`src/rtl/struct_member_pkg.sv`:
```
// Shared types for the packed-struct member packer path.
//   struct_word_t  : {tag, payload, par} at the default widths (TAG_W_D, NBYTES_D)
//   packer_state_e : writer FSM states
//   calc_par()     : even parity (XOR) over a zero-extended bit vector
package struct_member_pkg;

  localparam int unsigned TAG_W_D  = 2;
  localparam int unsigned NBYTES_D = 4;
  // Widest {tag, payload} that calc_par accepts; narrower inputs are zero-extended.
  localparam int unsigned ParMaxW  = 256;

  typedef struct packed {
    logic [TAG_W_D-1:0]    tag;
    logic [8*NBYTES_D-1:0] payload;
    logic                  par;
  } struct_word_t;

  typedef enum logic [1:0] {
    IDLE = 2'd0,
    FILL = 2'd1,
    HOLD = 2'd2
  } packer_state_e;

  // Zero-extension leaves the XOR unchanged, so any width up to ParMaxW works.
  function automatic logic calc_par(input logic [ParMaxW-1:0] bits);
    return ^bits;
  endfunction

endpackage

```
`src/rtl/struct_member_byte_writer.sv`:
```
// Combinational indexed part-select insert: payload_o = payload_i with byte
// lane idx_i replaced by byte_i.
//   payload_i : current payload (8*NBYTES bits)
//   idx_i     : byte lane to overwrite
//   byte_i    : byte to insert
//   payload_o : updated payload
module struct_member_byte_writer #(
  parameter int unsigned NBYTES = 4,
  parameter int unsigned IdxW   = 2
) (
  input  logic [8*NBYTES-1:0] payload_i,
  input  logic [IdxW-1:0]     idx_i,
  input  logic [7:0]          byte_i,
  output logic [8*NBYTES-1:0] payload_o
);

  // Lane decode keeps every part-select constant, so an idx_i beyond the last
  // lane (unreachable by construction) writes nothing instead of going out of range.
  always_comb begin
    payload_o = payload_i;
    for (int unsigned i = 0; i < NBYTES; i++) begin
      if (idx_i == IdxW'(i)) begin
        payload_o[8*i +: 8] = byte_i;
      end
    end
  end

endmodule

```
`src/rtl/struct_member_packer.sv`:
```
// Byte-stream to packed-struct writer. Each accepted byte lands in
// payload[8*idx +: 8]; the tag comes from the first byte of a frame. A finished
// {tag, payload, par} word is held in a single-entry valid/ready buffer.
//   clk, rst_n          : clock, synchronous active-low reset
//   in_valid/in_ready   : byte-stream handshake (in_byte, in_tag, in_last)
//   out_valid/out_ready : word handshake (out_word, out_len)
// Build option: STRUCT_MEMBER_PACKER_PARITY_EN selects even parity in par;
// otherwise par is 1'b0.
module struct_member_packer
  import struct_member_pkg::*;
#(
  parameter int unsigned NBYTES = 4,
  parameter int unsigned TAG_W  = 2
) (
  input  logic                      clk,
  input  logic                      rst_n,
  input  logic                      in_valid,
  output logic                      in_ready,
  input  logic [7:0]                in_byte,
  input  logic [TAG_W-1:0]          in_tag,
  input  logic                      in_last,
  output logic                      out_valid,
  input  logic                      out_ready,
  output logic [TAG_W+8*NBYTES:0]   out_word,
  output logic [$clog2(NBYTES+1)-1:0] out_len
);

  localparam int unsigned IdxW = (NBYTES > 1) ? $clog2(NBYTES) : 1;
  localparam int unsigned LenW = $clog2(NBYTES + 1);
  localparam int unsigned PayW = 8 * NBYTES;

  typedef struct packed {
    logic [TAG_W-1:0] tag;
    logic [PayW-1:0]  payload;
    logic             par;
  } word_t;

  packer_state_e    state_q, state_d;
  logic [IdxW-1:0]  idx_q, idx_d;
  logic [TAG_W-1:0] tag_q, tag_d;
  logic [PayW-1:0]  payload_q, payload_d;
  word_t            word_q, word_d;
  logic [LenW-1:0]  len_q, len_d;

  logic             accept;
  logic             complete;
  logic             par;
  logic [IdxW-1:0]  wr_idx;
  logic [TAG_W-1:0] frame_tag;
  logic [PayW-1:0]  base_payload;
  logic [PayW-1:0]  wr_payload;

  assign in_ready  = rst_n && (state_q != HOLD);
  assign out_valid = (state_q == HOLD);
  assign out_word  = word_q;
  assign out_len   = len_q;
  assign accept    = in_valid && in_ready;

  // The first byte of a frame starts from a zero payload at lane 0 with the live tag.
  assign base_payload = (state_q == IDLE) ? '0 : payload_q;
  assign wr_idx       = (state_q == IDLE) ? '0 : idx_q;
  assign frame_tag    = (state_q == IDLE) ? in_tag : tag_q;
  assign complete     = in_last || (wr_idx == IdxW'(NBYTES - 1));

  struct_member_byte_writer #(
    .NBYTES (NBYTES),
    .IdxW   (IdxW)
  ) u_byte_writer (
    .payload_i (base_payload),
    .idx_i     (wr_idx),
    .byte_i    (in_byte),
    .payload_o (wr_payload)
  );

`ifdef STRUCT_MEMBER_PACKER_PARITY_EN
  assign par = calc_par(ParMaxW'({frame_tag, wr_payload}));
`else
  assign par = 1'b0;
`endif

  always_comb begin
    state_d   = state_q;
    idx_d     = idx_q;
    tag_d     = tag_q;
    payload_d = payload_q;
    word_d    = word_q;
    len_d     = len_q;
    unique case (state_q)
      IDLE, FILL: begin
        if (accept) begin
          payload_d = wr_payload;
          tag_d     = frame_tag;
          if (complete) begin
            state_d        = HOLD;
            idx_d          = '0;
            word_d.tag     = frame_tag;
            word_d.payload = wr_payload;
            word_d.par     = par;
            len_d          = LenW'(wr_idx) + LenW'(1);
          end else begin
            state_d = FILL;
            idx_d   = wr_idx + IdxW'(1);
          end
        end
      end
      HOLD: begin
        if (out_ready) begin
          state_d = IDLE;
          idx_d   = '0;
        end
      end
      default: begin
        state_d = IDLE;
        idx_d   = '0;
      end
    endcase
  end

  always_ff @(posedge clk) begin
    if (!rst_n) begin
      state_q   <= IDLE;
      idx_q     <= '0;
      tag_q     <= '0;
      payload_q <= '0;
      word_q    <= '0;
      len_q     <= '0;
    end else begin
      state_q   <= state_d;
      idx_q     <= idx_d;
      tag_q     <= tag_d;
      payload_q <= payload_d;
      word_q    <= word_d;
      len_q     <= len_d;
    end
  end

endmodule
```
`config.mk`:
```
export PLATFORM = sky130hd
export DESIGN_NAME = struct_member_packer
export DESIGN_NICKNAME = d
export VERILOG_FILES = /design/src/rtl/struct_member_pkg.sv /design/src/rtl/struct_member_byte_writer.sv /design/src/rtl/struct_member_packer.sv
export SDC_FILE = /design/constraint.sdc
export NUM_CORES = 1
export LEC_CHECK = 0
export ABC_CLOCK_PERIOD_IN_PS = 4000
export CAP_MARGIN = 0
export CORE_MARGIN = 5
export CORE_UTILIZATION = 50
export CTS_CLUSTER_SIZE = 8
export DETAILED_ROUTE_END_ITERATION = 8
export GPL_TIMING_DRIVEN = 0
export PLACE_DENSITY = 0.8
export SLEW_MARGIN = 30
export SYNTH_ARGS = -nofsm -noshare
export SYNTH_HDL_FRONTEND = slang
export SYNTH_HIERARCHICAL = 1
export SYNTH_SLANG_ARGS = --single-unit
export TNS_END_PERCENT = 30
```
`constraint.sdc`:
```
create_clock -name clk -period 4 [get_ports clk]
set_input_delay 0.8 -clock clk [delete_from_list [all_inputs] [get_ports clk]]
set_output_delay 0.8 -clock clk [all_outputs]
set_load 0.1 [all_outputs]
```
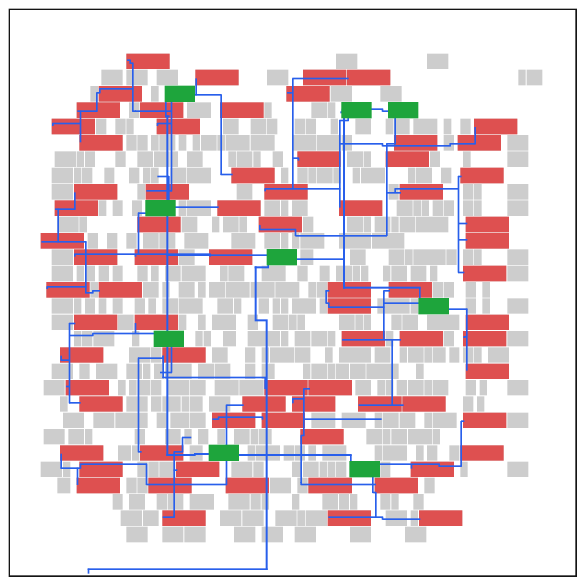
*Clock wires, drivers and flops, run 1*
(6 px per µm)
flip-flops -> red  # count 75
clock wires -> blue  # length 958 µm
cells driving clock nets -> green  # count 9
routed clock nets = 10
Power Clock: 0.495 mW
skew final: 0.00484 ns
clock latency on the worst-skew pair: 0.35 ns
clock group share of total power: 33.5%

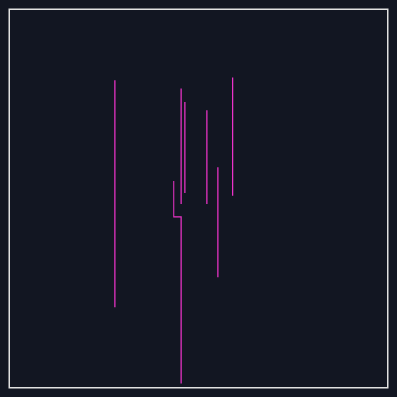
*Met4 routing, run 1*
(4 px per µm)
wire length on this layer = 239 µm
share of all routed wire = 2.8%
main direction = vertical
nets with wire on the layer = 6
DRT Wirelength: 8590 µm
via count: 3020

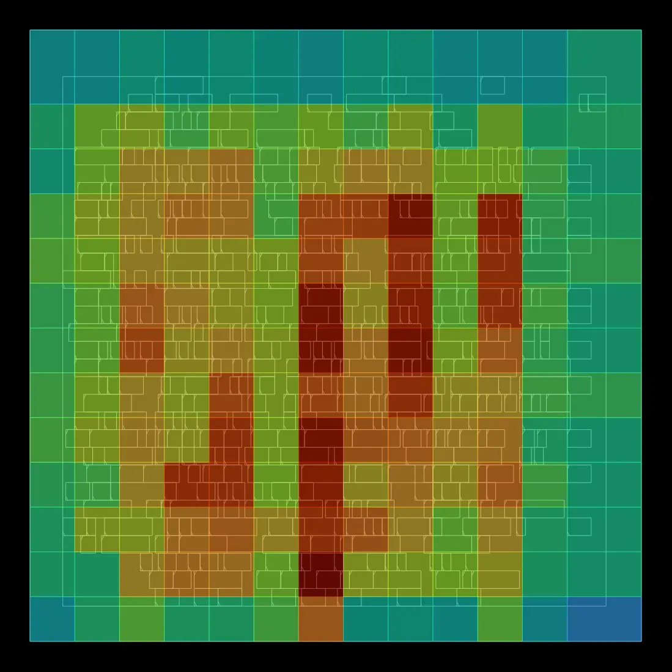
*Routing congestion, run 1*
highest-utilization routing layer at the global route stage: met2
All-Layer GR Usage: 21.4%
met3 global-route usage: 4.49%

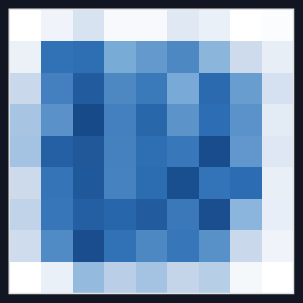
*Local utilization, run 1*
(3 px per µm) The die is cut into 9 by 9 equal tiles; white is low, dark blue is high, 0 to 100% covered.
emptiest ninth of the die = upper right
fullest tile = 90%
nearly empty tiles = 4.9%
tiles over 75% full = 21%
end-of-flow core utilization: 63.7%
Floorplan Utilization: 51.9%
floorplan core area: 0.00683 mm²

run 1: cell type report:
class                           instances  area share (%)
Clock buffer                           13            3.19
Timing Repair Buffer                   53            12.2
Multi-Input combinational cell        300            42.2
Clock inverter                          3           0.345
Tap cell                               96            2.76
Inverter                                1          0.0863
Sequential cell                        75            34.5
Buffer                                 33            4.72
run 1: worst register-to-register path, cell delays in order (launching register included):
cell                       delay [ns]
sky130_fd_sc_hd__dfxtp_1         0.38
sky130_fd_sc_hd__nor2_1          0.56
sky130_fd_sc_hd__clkbuf_1        0.40
sky130_fd_sc_hd__and2b_1         0.31
sky130_fd_sc_hd__ha_1            0.24
sky130_fd_sc_hd__or2_2           0.29
sky130_fd_sc_hd__buf_2           0.16
sky130_fd_sc_hd__clkbuf_1        0.26
sky130_fd_sc_hd__nand3_1         0.17
sky130_fd_sc_hd__o21ai_0         0.08
run 1: final timing paths:
check                                   end  depth (start not counted)
setup / recovery                   in_ready                          4
setup reg to reg  out_word[23]$_SDFFE_PN0P_                          9
hold / removal    out_word[24]$_SDFFE_PN0P_                          2
hold reg to reg   out_word[24]$_SDFFE_PN0P_                          2
run 1: layer usage:
metal,vias up,part of all wire (%),global-route usage [%]
li1,1505,-,-
met1,1426,45,26.0
met2,71,48,35.9
met3,18,4.7,4.49
met4,0,2.8,9.99
met5,-,0,0
run 1: flip-flops by register name (all words and copies together), names as in the netlist:
| signal | count |
|---|---|
| idx_q | 2 |
| out_word | 34 |
| tag_q | 2 |
| out_len | 3 |
| payload_q | 32 |
| state_q | 2 |
run 1: power by group:
| group | internal, mW | switching (mW) |
|---|---|---|
| Sequential | 0.761 | 0.00856 |
| Clock | 0.223 | 0.272 |
| Combinational | 0.0684 | 0.147 |
==> Changelog: implementation, run 1 <==
### Implementation results

- Outcome: complete, no violations
- EDFF count, synth: 0
- Layout cells sized above 1: ~15%
- NumNets Final: around 490
- Yosys top cell by instances: sky130_fd_sc_hd__nand2_1
- Post-DP HPWL: 6130 µm
- Fraction of synthesized cell area in xor and xnor cells: 0%
- Worst setup slack for register-to-register paths: between 1 and 1.5 ns
- Register area: between 0.0015 and 0.002 mm²
- Kind of end point of the critical path: primary output
- Data arrival time of the critical path: about 3.1 ns
- Min-Delay Startpoint: out_word[24]$_SDFFE_PN0P_
- Count of antenna-violating nets left after detailed routing: 0
- Clock input transition at the sequential cells of the worst setup and hold paths: about 0.070 ns
- Category of the most critical setup path: in2out
- Post-synthesis cell area: between 0.003 and 0.004 mm²
- Number of remaining DRC errors: 0
- Number of violations reported at the end of detailed-routing iteration 0: 144
- Proportion of synthesized area in mux cells: a little under an eighth
- Post-layout minimum cycle time: just under 4 ns
- Transition at the pin with the smallest max-transition slack: between 0.9 and 1 ns
- Power density over the cells: about 340 mW/mm²
- Cell resize tally after clock tree synthesis: 0
- Via count of the first global-routing pass: ~3100
- Area added between synthesis and finish: 22.7%
- Chip area: slightly below 0.009 mm²
- Static leakage: approximately 1.7 nW
- Period utilisation layout: 97.4%
- Worst setup path startpoint: rst_n
- Number of hold-slack violations in the final timing report: 0
- Top FF cell, synth: sky130_fd_sc_hd__dfxtp_1
- Worst Setup Slack post-DPL: between 0.09 and 0.1 ns
- Fill cell total of the finished layout: ~620
- Area taken by multi-input logic gates: approximately 0.0018 mm²
- Number of warnings in the stage logs: 26
- Final routed wire length divided by cell count: 15.0 µm
- CTS max path bufs: 2
- Most common cell type on the critical path: sky130_fd_sc_hd__clkdlybuf4s50_1
- Number of max-capacitance violations reported: 0
- Count of final setup violators: 0
- Critical path's slowest cell: sky130_fd_sc_hd__clkdlybuf4s50_1
- Post-synth top cells: sky130_fd_sc_hd__nand2_1 (101), sky130_fd_sc_hd__dfxtp_1 (75), sky130_fd_sc_hd__o21ai_0 (36)
- Count of warnings emitted by yosys: 6
- Number of flip-flops and latches in the synthesized netlist: between 70 and 80
- Remaining global-route overflow: 0
- Antenna Diode Count: 0
- Crit path buf inv count: 3
- Hold-fix buffers at CTS: 0
- Average vias per placed instance: about 5.3
- RSZ-0062 raised after global routing: false
- I/O pin count: between 50 and 60
- Final setup TNS: 0 ns
- CTS H-tree depth: 3
- Fraction of registers with async set/reset: 0%
- Critical path fanouts, max: 10
- Root buffer cell: sky130_fd_sc_hd__clkbuf_8
- Routability congestion estimate from global placement: between 0.7 and 0.8
- Total number of placement rows: 30
- Leading cell type in the layout, fill and taps excluded: sky130_fd_sc_hd__nand2_1
- Worst Hold Class: reg2reg
- CTS sink cnt: around 75
- Yosys cell count: around 410
- Top area contributor share: between 40 and 50%
- Maximum number of pins on one net before global-route repair: 12
- Worst setup margin: 0.103 ns
- Main combinational cell family by area after synthesis: simple AND/OR/NAND/NOR gates
- Initial antenna violation count: 0
- Startpoint of the most critical register-to-register path: state_q[0]$_SDFFE_PN0P_
- TritonCTS clock tree: yes
- Share of synthesized cell area in full adder, half adder and majority cells: less than 1%
- Area of placed instances: about 0.0042 mm²
- # placed instances: 558
- Max-slew violation count: 0
- Slowest cell delay on critical path: approximately 1.1 ns
- Chain of cells forming the critical path: clkdlybuf4s50_1 -> clkbuf_1 -> and2_1 -> clkdlybuf4s50_1
- Die height: approximately 94 µm
- Setup Fix Bufs, Post-CTS: 0
- Cells after synthesis: between 400 and 500
- Cells taking the most area after synthesis: sky130_fd_sc_hd__dfxtp_1 (42%), sky130_fd_sc_hd__nand2_1 (11%), sky130_fd_sc_hd__mux2_2 (7.6%)
- Dominant logic cell types in the final layout: sky130_fd_sc_hd__nand2_1 (101), sky130_fd_sc_hd__dfxtp_1 (75), sky130_fd_sc_hd__clkdlybuf4s50_1 (53)
- Largest voltage drop on the vdd net: between 0.2 and 0.25 mV
- Worst slew margin relative to its limit: 34.7%
- Avg Cell Area, Syn: around 8.7 µm²
- WHS: ~0.45 ns
- Synth cell types: 38
- Highest achievable clock rate: ~260 MHz
- Data required time at the worst endpoint: around 3.2 ns
- Synthesized Nets: about 430
- Die width: roughly 94 µm
- First-pass iteration count of the detailed router: 4
- Compound-Gate Fraction of Synth Area: 14.5%
- Yosys stat chip area: about 0.0035 mm²
- First-pass GRT wire length: 14700 µm
- And+or+nand+nor area frac: between 20% and 30%
- CTS buffer count: 9
- Portion of the post-synthesis area used by sequential elements: between 40 and 50%
- Kind of cell adding the most delay to the critical path: buffers and inverters
- Total power draw: roughly 1.5 mW
- Post-synth top area cell: sky130_fd_sc_hd__dfxtp_1
- Nature of the critical path startpoint: input port
- Final Instance Area: ~0.0044 mm²
- Final cell count without fillers: 574
- Port buffer count: 53
--- run 2 (diff from run 1) ---
Settings changed: SLEW_MARGIN 30 to 20.
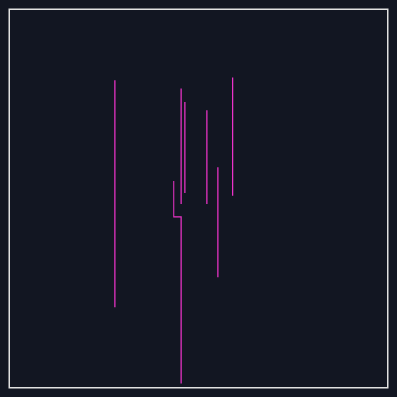
*Met4 routing, run 2*
(4 px per µm)
longest straight run = 56.4 µm
main direction = vertical
wire length on this layer = 239 µm
share of all routed wire = 2.8%
nets with wire on the layer = 6

==> Changelog: implementation, run 2 <==
### Implementation results

- EDFF count, synth: 0
- Yosys top cell by instances: sky130_fd_sc_hd__nand2_1
- Chip area: between 0.008 and 0.009 mm²
- Die width: ~94 µm
- Yosys stat chip area: 0.00355 mm²
- Remaining global-route overflow: 0
- Fraction of registers with async set/reset: 0%
- Portion of the post-synthesis area used by sequential elements: 42.3%
- Worst setup slack for register-to-register paths: roughly 1.0 ns
- Cells after synthesis: a little over 400
- Min-Delay Startpoint: out_word[24]$_SDFFE_PN0P_
- Count of final setup violators: 0
- Synth cell types: 38
- Outcome: complete, no violations
- Data arrival time of the critical path: ~3.1 ns
- Number of flip-flops and latches in the synthesized netlist: 75
- Layout cells sized above 1: 15.1%
- Kind of end point of the critical path: primary output
- CTS H-tree depth: 3
- Number of violations reported at the end of detailed-routing iteration 0: roughly 140
- Transition at the pin with the smallest max-transition slack: a little under 1 ns
- Floorplan Utilization: around half
- Static leakage: 1.71 nW
- Post-layout minimum cycle time: between 3 and 4 ns
- Average vias per placed instance: 5.26
- Number of max-capacitance violations reported: 0
- First-pass GRT wire length: between 10000 and 15000 µm
- # placed instances: about 560
- Routability congestion estimate from global placement: ~0.80
- Number of remaining DRC errors: 0
- Total power draw: between 1 and 1.5 mW
- Via count: slightly above 3000
- Avg Cell Area, Syn: 8.67 µm²
- Leading cell type in the layout, fill and taps excluded: sky130_fd_sc_hd__nand2_1
- Skew final: 0.00484 ns
- Flip-flop count of the largest register, all copies and words added: 34
- Clock input transition at the sequential cells of the worst setup and hold paths: around 0.070 ns
- Hold Crit Depth: 2
- Max-slew violation count: 0
- Critical path fanouts, max: 10
- Period utilisation layout: a little over nine tenths
- Maximum number of pins on one net before global-route repair: 12
- Hold-fix buffers at CTS: 0
- Via count of the first global-routing pass: ~3100
- All-Layer GR Usage: 21.4%
- I/O pin count: around 55
- Reg-to-Reg End: out_word[23]$_SDFFE_PN0P_
- Initial antenna violation count: 0
- Clock latency on the worst-skew pair: 0.35 ns
- Top area contributor share: 42.3%
- Die height: 94.2 µm
- Area added between synthesis and finish: 22.7%
- Largest voltage drop on the vdd net: roughly 0.22 mV
- Number of hold-slack violations in the final timing report: 0
- Highest achievable clock rate: 257 MHz
- WHS: about 0.45 ns
- Cells taking the most area after synthesis: sky130_fd_sc_hd__dfxtp_1 (42%), sky130_fd_sc_hd__nand2_1 (11%), sky130_fd_sc_hd__mux2_2 (7.6%)
- Floorplan core area: ~0.0068 mm²
- Root buffer cell: sky130_fd_sc_hd__clkbuf_8
- Synthesized Nets: approximately 430
- RSZ-0062 raised after global routing: false
- Port buffer count: 53
- Setup Fix Bufs, Post-CTS: 0
- Fill cell total of the finished layout: between 600 and 700
- TritonCTS clock tree: yes
- DRT Wirelength: 8590 µm
- Post-synthesis cell area: ~0.0035 mm²
- NumNets Final: roughly 490
- Dominant logic cell types in the final layout: sky130_fd_sc_hd__nand2_1 (101), sky130_fd_sc_hd__dfxtp_1 (75), sky130_fd_sc_hd__clkdlybuf4s50_1 (53)
- CTS max path bufs: 2
- Cell resize tally after clock tree synthesis: 0
- Post-synth top cells: sky130_fd_sc_hd__nand2_1 (101), sky130_fd_sc_hd__dfxtp_1 (75), sky130_fd_sc_hd__o21ai_0 (36)
- Count of warnings emitted by yosys: 6
- R2R depth: 9
- Final routed wire length divided by cell count: approximately 15 µm
- Post-DP HPWL: 6130 µm
- Worst slew margin relative to its limit: 34.7%
- Number of warnings in the stage logs: 26
- Post-synth top area cell: sky130_fd_sc_hd__dfxtp_1
- End-of-flow core utilization: 63.7%
- Capturing instance or port of the critical path: in_ready
- Top FF cell, synth: sky130_fd_sc_hd__dfxtp_1
- Total number of placement rows: 30
- Worst setup path startpoint: rst_n
- CTS buffer count: 9
- Worst Hold Class: reg2reg
- Antenna Diode Count: 0
- CTS sink cnt: 75
- Category of the most critical setup path: in2out
- Count of antenna-violating nets left after detailed routing: 0
- First-pass iteration count of the detailed router: 4
- Power density over the cells: roughly 340 mW/mm²
- Data required time at the worst endpoint: 3.20 ns
- Final cell count without fillers: roughly 570
- Worst Hold Path EP: out_word[24]$_SDFFE_PN0P_
- Final setup TNS: 0 ns
- Nature of the critical path startpoint: input port
- Yosys cell count: just over 400
- Startpoint of the most critical register-to-register path: state_q[0]$_SDFFE_PN0P_
## run 2: cell counts after synthesis
Identical to the previous run, type by type.
## run 2: area by class of cell
cell class | count | area, µm² | share of cell area (%)
buffer | 33 | 205 | 4.72
clock buffer | 13 | 139 | 3.19
clock inverter | 3 | 15.0 | 0.345
inverter | 1 | 3.75 | 0.0863
multi-input combinational | 300 | 1840 | 42.2
sequential | 75 | 1500 | 34.5
tap | 96 | 120 | 2.76
timing repair buffer | 53 | 531 | 12.2
## run 2: worst max-delay path, cell delays in order
cell,delay (ns)
sky130_fd_sc_hd__clkdlybuf4s50_1,0.58
sky130_fd_sc_hd__clkbuf_1,0.38
sky130_fd_sc_hd__and2_1,0.20
sky130_fd_sc_hd__clkdlybuf4s50_1,1.13
## run 2: power breakdown
part | switching [mW] | total (mW) | internal (mW)
logic | 0.147 | 0.215 | 0.0684
clock network | 0.272 | 0.495 | 0.223
registers | 0.00856 | 0.769 | 0.761
## run 2: metrics by stage
stage | area [µm²] | worst slack, ns
after floorplan | 3550 | 1.40
after global placement | 4200 | 0.162
after detailed placement | 4200 | 0.0983
after CTS | 4350 | 0.101
after global routing | 4350 | 0.0325
final | 4350 | 0.103
## run 2: routing by layer
metal	track usage, %	up-vias	share of wire, %
li1	-	1505	-
met3	4.49	18	4.7
met5	0	-	0
met4	9.99	0	2.8
met2	35.9	71	48
met1	26.0	1426	45
## run 2: cell families after synthesis
| kind of cell | after synthesis | share of synthesized area, % |
|---|---|---|
| other cells | 1 | 0.106 |
| mux | 34 | 11.6 |
| buf+inv | 34 | 5.89 |
| flops | 75 | 42.3 |
| simple gates | 184 | 25.3 |
| fa+ha+maj | 1 | 0.353 |
| compound gates | 80 | 14.5 |
### Clock wires, drivers and flops, run 2

(6 px per µm)
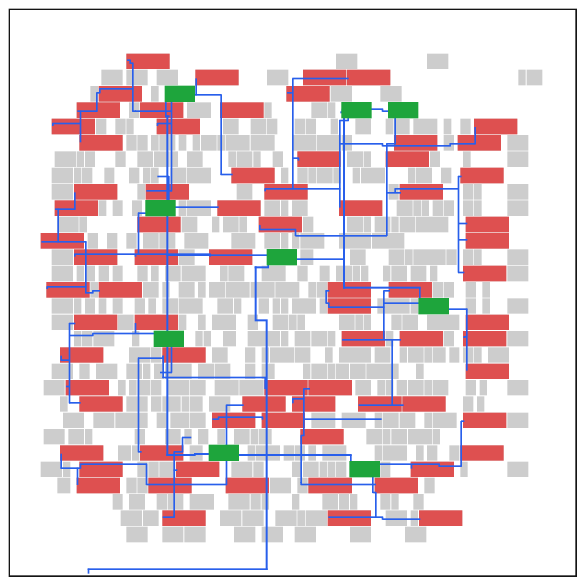

--- run 3 (diff from run 2) ---
Settings changed: SETUP_SLACK_MARGIN set to 0.3.
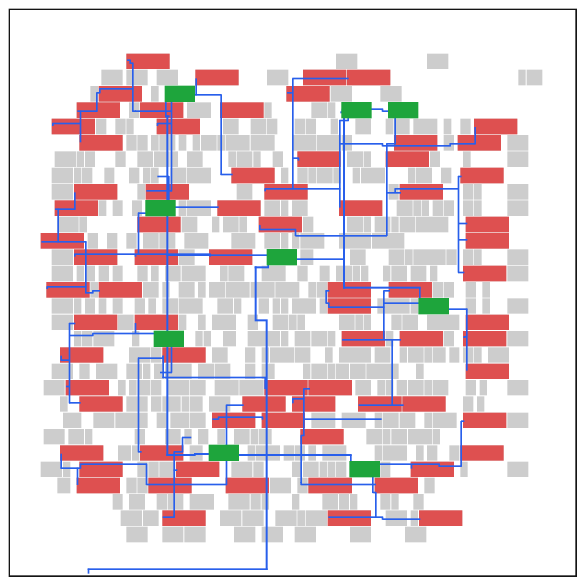
*Clock wires, drivers and flops, run 3*
(6 px per µm)
cells driving clock nets -> green  # count 9
clock wires -> blue  # length 958 µm
flip-flops -> red  # count 75
routed clock nets = 10
Power Clock: 0.496 mW
skew final: 0.00496 ns

==> Changelog: implementation, run 3 <==
### Implementation results

- Outcome: complete, no violations
- Slowest cell delay on critical path: about 0.85 ns
- Hold Crit Depth: 2
- Clock latency on the worst-skew pair: between 0.3 and 0.4 ns
- Avg Cell Area, Syn: 8.67 µm²
- Root buffer cell: sky130_fd_sc_hd__clkbuf_8
- Number of violations reported at the end of detailed-routing iteration 0: approximately 140
- Period utilisation layout: 90.4%
- Die width: roughly 94 µm
- CTS buffer count: 9
- Final routed wire length divided by cell count: 15.0 µm
- Dominant logic cell types in the final layout: sky130_fd_sc_hd__nand2_1 (101), sky130_fd_sc_hd__dfxtp_1 (75), sky130_fd_sc_hd__clkdlybuf4s50_1 (52)
- Final Instance Area: 0.00435 mm²
- Layout cells sized above 1: between 10% and 20%
- Die height: 94.2 µm
- CTS H-tree depth: 3
- Total number of placement rows: 30
- Synth cell types: 38
- Area of placed instances: ~0.0042 mm²
- Top area contributor share: about 42%
- Number of max-capacitance violations reported: 0
- Final cell count without fillers: 574
- Flip-flop count of the largest register, all copies and words added: 34
- Yosys stat chip area: approximately 0.0035 mm²
- Met3 global-route usage: 4.49%
- Cell resize tally after clock tree synthesis: 1
- Remaining global-route overflow: 0
- Antenna Diode Count: 0
- First-pass GRT wire length: about 15000 µm
- Count of final setup violators: 0
- Worst setup slack for register-to-register paths: ~1.0 ns
- Hold-fix buffers at CTS: 0
- Chip area: about 0.0089 mm²
- Largest voltage drop on the vdd net: roughly 0.22 mV
- Critical path fanouts, max: 10
- Category of the most critical setup path: in2out
- Post-synth top cells: sky130_fd_sc_hd__nand2_1 (101), sky130_fd_sc_hd__dfxtp_1 (75), sky130_fd_sc_hd__o21ai_0 (36)
- Min-Delay Startpoint: out_word[24]$_SDFFE_PN0P_
- Yosys top cell by instances: sky130_fd_sc_hd__nand2_1
- Amount of wire on met3 after detailed routing: approximately 350 µm
- Synthesized Nets: 425
- Maximum number of pins on one net before global-route repair: 12
- Average vias per placed instance: between 5 and 6
- # placed instances: about 560
- Portion of the post-synthesis area used by sequential elements: 42.3%
- Routability congestion estimate from global placement: 0.795
- Top FF cell, synth: sky130_fd_sc_hd__dfxtp_1
- WL met2: a little over 4000 µm
- R2R depth: 9
- Capturing instance or port of the critical path: in_ready
- Highest achievable clock rate: between 200 and 300 MHz
- Floorplan Utilization: 51.9%
- Nature of the critical path startpoint: input port
- Yosys cell count: between 400 and 500
- First-pass iteration count of the detailed router: 4
- CTS sink cnt: roughly 75
- DRT Wirelength: approximately 8600 µm
- Count of antenna-violating nets left after detailed routing: 0
- Worst Hold Path EP: out_word[24]$_SDFFE_PN0P_
- Worst Hold Class: reg2reg
- RSZ-0062 raised after global routing: false
- Floorplan core area: roughly 0.007 mm²
- Reg-to-Reg End: out_word[23]$_SDFFE_PN0P_
- Number of warnings in the stage logs: 26
- Number of hold-slack violations in the final timing report: 0
- I/O pin count: roughly 55
- Data required time at the worst endpoint: between 3 and 4 ns
- Met2 GRT Util: between 30% and 40%
- Number of flip-flops and latches in the synthesized netlist: 75
- Cells taking the most area after synthesis: sky130_fd_sc_hd__dfxtp_1 (42%), sky130_fd_sc_hd__nand2_1 (11%), sky130_fd_sc_hd__mux2_2 (7.6%)
- Kind of end point of the critical path: primary output
- Final setup TNS: 0 ns
- Via count: around 3000
- Highest Signal Layer: met4
- Power density over the cells: 340 mW/mm²
- TritonCTS clock tree: yes
- Port buffer count: 53
- Post-DP HPWL: approximately 6000 µm
- Static leakage: around 1.7 nW
- Initial antenna violation count: 0
- All-Layer GR Usage: a little over a fifth
- Metal-1 WL: around 3900 µm
- Chain of cells forming the critical path: clkdlybuf4s50_1 -> clkbuf_1 -> and2_1 -> dlygate4sd2_1
- Worst setup path startpoint: rst_n
- NumNets Final: roughly 490
- Data arrival time of the critical path: approximately 2.8 ns
- CTS max path bufs: 2
- Via count of the first global-routing pass: about 3100
- Setup Fix Bufs, Post-CTS: 0
- Critical path's slowest cell: sky130_fd_sc_hd__dlygate4sd2_1
- EDFF count, synth: 0
- Max-slew violation count: 0
- Clock input transition at the sequential cells of the worst setup and hold paths: roughly 0.070 ns
[run 3: cell count changes in the layout (fill, tap and decap cells not counted), sizes merged]
cell and delta:
clkdlybuf4s50 -1, dlygate4sd2 +1
[run 3: report_power, final]
| part | leakage, nW | internal (mW) | switching (mW) | total [mW] |
|---|---|---|---|---|
| logic | 1.02 | 0.0679 | 0.147 | 0.215 |
| clock network | 0.0812 | 0.223 | 0.272 | 0.496 |
| registers | 0.607 | 0.761 | 0.00856 | 0.769 |
[run 3: worst max-delay path, delay by kind of cell]
family / cells / cell delay (ns)
buffers and inverters: 3 / 1.81
and+or+nand+nor: 1 / 0.19
[run 3: cell type report]
class / count / area (µm²)
buffer: 33 / 205
sequential: 75 / 1500
clock buffer: 13 / 139
inverter: 1 / 3.75
timing repair buffer: 53 / 529
clock inverter: 3 / 15.0
multi-input combinational: 300 / 1840
tap: 96 / 120
fill: 617 / 2480
[run 3: metrics by stage]
step / power, mW / setup WS (ns) / util (%) / hold slack [ns]
detailed placement: 1.00 / 0.0983 / 61.4 / 0.450
floorplan: 0.934 / 1.40 / - / 0.433
global route: 1.54 / 0.315 / 63.7 / 0.483
finish: 1.48 / 0.385 / 63.7 / 0.453
global placement: 0.998 / 0.162 / 61.4 / 0.445
CTS: 1.49 / 0.384 / 63.7 / 0.460
[run 3: kinds of logic (layout without fill, tap and decap cells)]
group | Yosys count | in the layout | synth area share, %
muxes | 34 | 34 | 11.6
AOI/OAI and AO/OA | 80 | 80 | 14.5
and+or+nand+nor | 184 | 184 | 25.3
other | 1 | 1 | 0.106
DFF | 75 | 75 | 42.3
adders and majority gates | 1 | 1 | 0.353
buffers and inverters | 34 | 103 | 5.89
Power is estimated from default activity; no workload was simulated.
